==> images/ff_map.png <==
(6 px per um)
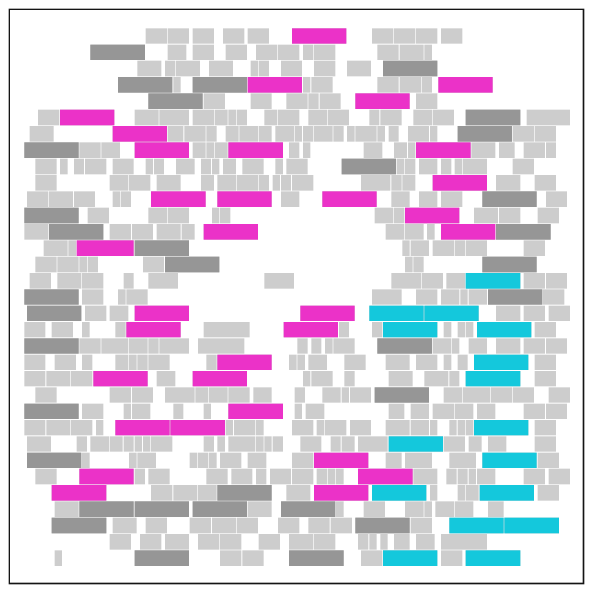
==> images/layers.png <==
(4 px per um) Only two layers are drawn.
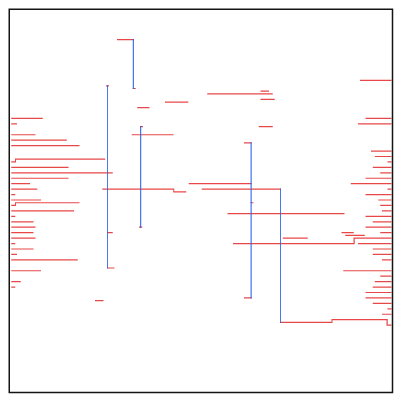
==> images/route_heat.png <==
(4 px per um) 19 x 19 tiles, from dark blue (low) to red (high), scaled to the fullest tile. Values are wire area over tile area, all layers added.
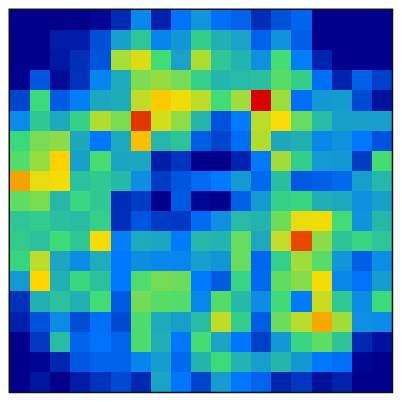
--- src/rtl/pc_npc_sequencer_pkg.sv ---
// Shared fetch-sequencer definitions: instruction size, SPARC opcode
// fields, default reset vector and the fetch-state encoding.
package pc_npc_sequencer_pkg;

    localparam int unsigned INSTR_BYTES = 4;
    localparam int unsigned RESET_VECTOR = 0;

    // SPARC op field (inst[31:30])
    localparam logic [1:0] OP_FMT2 = 2'b00;
    localparam logic [1:0] OP_CALL = 2'b01;
    localparam logic [1:0] OP_ARITH = 2'b10;
    localparam logic [1:0] OP_MEM = 2'b11;

    // op2 (format 2) and op3 (format 3) values for CTIs
    localparam logic [2:0] OP2_BICC = 3'b010;
    localparam logic [5:0] OP3_JMPL = 6'h38;

    typedef enum logic {
        RUN    = 1'b0,
        SQUASH = 1'b1
    } fetch_state_t;

endpackage

--- src/rtl/pc_npc_sequencer_incrementer.sv ---
// pc_incrementer: combinational addr + INSTR_BYTES, modulo 2^ADDR_W.
// Ports: addr (in, ADDR_W), sum (out, ADDR_W).
module pc_incrementer
    import pc_npc_sequencer_pkg::*;
#(
    parameter int ADDR_W = 32
) (
    input  logic [ADDR_W-1:0] addr,
    output logic [ADDR_W-1:0] sum
);

    assign sum = addr + ADDR_W'(INSTR_BYTES);

endmodule

--- src/rtl/pc_npc_sequencer.sv ---
// PC/nPC fetch sequencer with SPARC delayed-branch semantics.
// Ports: Clk, R (async high reset), LE (advance enable), cti_taken,
//   cti_target, annul_slot in; PC, nPC, fetch_valid, fetch_count,
//   trap_misalign out. Build option: MISALIGN_TRAP_EN.
module pc_npc_sequencer
    import pc_npc_sequencer_pkg::*;
#(
    parameter int ADDR_W = 32,
    parameter logic [ADDR_W-1:0] RESET_PC = ADDR_W'(RESET_VECTOR),
    parameter int CNT_W = 16
) (
    input  logic              Clk,
    input  logic              R,
    input  logic              LE,
    input  logic              cti_taken,
    input  logic [ADDR_W-1:0] cti_target,
    input  logic              annul_slot,
    output logic [ADDR_W-1:0] PC,
    output logic [ADDR_W-1:0] nPC,
    output logic              fetch_valid,
    output logic [CNT_W-1:0]  fetch_count,
    output logic              trap_misalign
);

    localparam logic [ADDR_W-1:0] RESET_NPC =
        RESET_PC + ADDR_W'(INSTR_BYTES);

    logic [ADDR_W-1:0] pc_q;
    logic [ADDR_W-1:0] npc_q;
    logic [ADDR_W-1:0] npc_d;
    logic [ADDR_W-1:0] npc_inc;
    logic [ADDR_W-1:0] target;
    logic [CNT_W-1:0]  cnt_q;
    logic              redirect;
    logic              misalign;
    fetch_state_t      state_q;
    fetch_state_t      state_d;

    pc_incrementer #(
        .ADDR_W(ADDR_W)
    ) u_inc (
        .addr(npc_q),
        .sum (npc_inc)
    );

`ifdef MISALIGN_TRAP_EN
    // Misaligned target: trap and fall through sequentially.
    assign misalign = cti_taken && (cti_target[1:0] != 2'b00);
    assign redirect = cti_taken && !misalign;
    assign target   = cti_target;
`else
    // Low bits dropped so the fetch address is always word aligned.
    assign misalign = 1'b0;
    assign redirect = cti_taken;
    assign target   = cti_target & ~ADDR_W'(3);
`endif

    always_comb begin
        npc_d = npc_inc;
        unique case (1'b1)
            redirect: npc_d = target;
            default:  npc_d = npc_inc;
        endcase
    end

    always_comb begin
        state_d = state_q;
        if (LE) begin
            state_d = annul_slot ? SQUASH : RUN;
        end
    end

    always_ff @(posedge Clk or posedge R) begin
        if (R) begin
            state_q <= RUN;
        end else begin
            state_q <= state_d;
        end
    end

    always_ff @(posedge Clk or posedge R) begin
        if (R) begin
            pc_q  <= RESET_PC;
            npc_q <= RESET_NPC;
            cnt_q <= '0;
        end else if (LE) begin
            pc_q  <= npc_q;
            npc_q <= npc_d;
            // Count the fetch being retired from PC, if it was valid.
            if (state_q == RUN) begin
                cnt_q <= cnt_q + CNT_W'(1);
            end
        end
    end

`ifdef MISALIGN_TRAP_EN
    logic trap_q;

    always_ff @(posedge Clk or posedge R) begin
        if (R) begin
            trap_q <= 1'b0;
        end else begin
            trap_q <= LE && misalign;
        end
    end

    assign trap_misalign = trap_q;
`else
    assign trap_misalign = misalign;
`endif

    assign PC          = pc_q;
    assign nPC         = npc_q;
    assign fetch_valid = (state_q == RUN);
    assign fetch_count = cnt_q;

endmodule
--- config.mk ---
export PLATFORM = sky130hd
export DESIGN_NAME = pc_npc_sequencer
export DESIGN_NICKNAME = d
export VERILOG_FILES = /design/src/rtl/pc_npc_sequencer_pkg.sv /design/src/rtl/pc_npc_sequencer_incrementer.sv /design/src/rtl/pc_npc_sequencer.sv
export SDC_FILE = /design/constraint.sdc
export NUM_CORES = 1
export LEC_CHECK = 0
export ABC_CLOCK_PERIOD_IN_PS = 3000
export CORE_MARGIN = 2
export CORE_UTILIZATION = 48
export CTS_CLUSTER_SIZE = 25
export DETAILED_ROUTE_END_ITERATION = 12
export HOLD_SLACK_MARGIN = 0.15
export PLACE_DENSITY = 0.88
export SYNTH_ARGS = -nofsm -noshare
export SYNTH_HDL_FRONTEND = slang
export SYNTH_HIERARCHICAL = 1
export SYNTH_SLANG_ARGS = --single-unit
--- constraint.sdc ---
create_clock -name Clk -period 3 [get_ports Clk]
set_input_delay 0.6 -clock Clk [delete_from_list [all_inputs] [get_ports Clk]]
set_output_delay 0.6 -clock Clk [all_outputs]
set_load 0.005 [all_outputs]
==> notes.md <==
Flow results follow.

The flow ran to the end, and the final reports show no timing, DRC or antenna violations. The final layout contains 512 nets. According to the cell report, the number of logic gates is between 200 and 300.

The launch point of the worst reg-to-reg path is nPC[2]. The count of tool warnings is 28. The floorplan report lists the tap cell count as approximately 110. The height of the die is 95.4 um.

The number of flip-flops and latches in the synthesized netlist is between 80 and 90. The horizontal die dimension reported for this design is about 95 um. Per the synthesis report, the dominant area consumer among library cells is sky130_fd_sc_hd__dfrtp_1. The area share of and-or/or-and cells after synthesis is 0.0411. The power report attributes to the clock group a share of 0.232. The residual antenna-violating net count after detailed routing is 0. In the layout the commonest cells are 113 x sky130_fd_sc_hd__clkdlybuf4s50_1, 80 x sky130_fd_sc_hd__dfrtp_1, 41 x sky130_fd_sc_hd__nor2_1, 33 x sky130_fd_sc_hd__mux2_2. The iteration-0 DRC count of the detailed router is between 100 and 150. Per STA, the library cell used most along the worst path is sky130_fd_sc_hd__nand3_1. The static leakage is around 2.3 nW.

The clock tree buffer count of the final layout is 9. Along the worst hold path, the cell count comes to 1. The end point of the critical path is nPC[30]. The routed layout reports a DRC error count of 0. Clock tree synthesis found a total of ~80 sinks.

Looking at the cell usage after synthesis, the top flip-flop cell is sky130_fd_sc_hd__dfrtp_1. The maximum number of pins on one net before global-route repair is 58. The initial antenna violation count is 0.

The number of placed I/O pins is ~120. Of all nets on the critical path, the largest fanout is 8. The number of standard cells in the final layout excluding fillers is slightly below 600.

The cell-mix breakdown from Yosys lists the simple-gate area share as 0.156. The area fraction in full adders, half adders and majority gates is 0.00623. The relative slew slack is 0.371. The post-route utilization of the core is recorded as 0.663. The synthesis report lists the most area-consuming cells as sky130_fd_sc_hd__dfrtp_1 50%, sky130_fd_sc_hd__mux2_2 9.3%, sky130_fd_sc_hd__mux2i_1 7.5%, sky130_fd_sc_hd__xnor2_1 5.9%, sky130_fd_sc_hd__nor2_1 3.8%.
-- ff_map.png (at the start) --
- fetch_count: cyan (placed flops 16)
- nPC: magenta (placed flops 32)
- not coloured: 33

-- layers.png (at the start) --
- M3: red (wire length 603 um)
- M4: blue (wire length 155 um)
Routed Wire Length: 8980 um
combined global-route utilization of all metal layers: 0.205
routed vias: 3074
routed wirelength normalized by instance count: 15.4 um

-- route_heat.png (at the start) --
- tiles over half the peak: 21%
- mean over tiles: 0.16
- fullest tile: 0.48
- nearly empty tiles: 9.7%

Power is estimated from default activity; no workload was simulated.
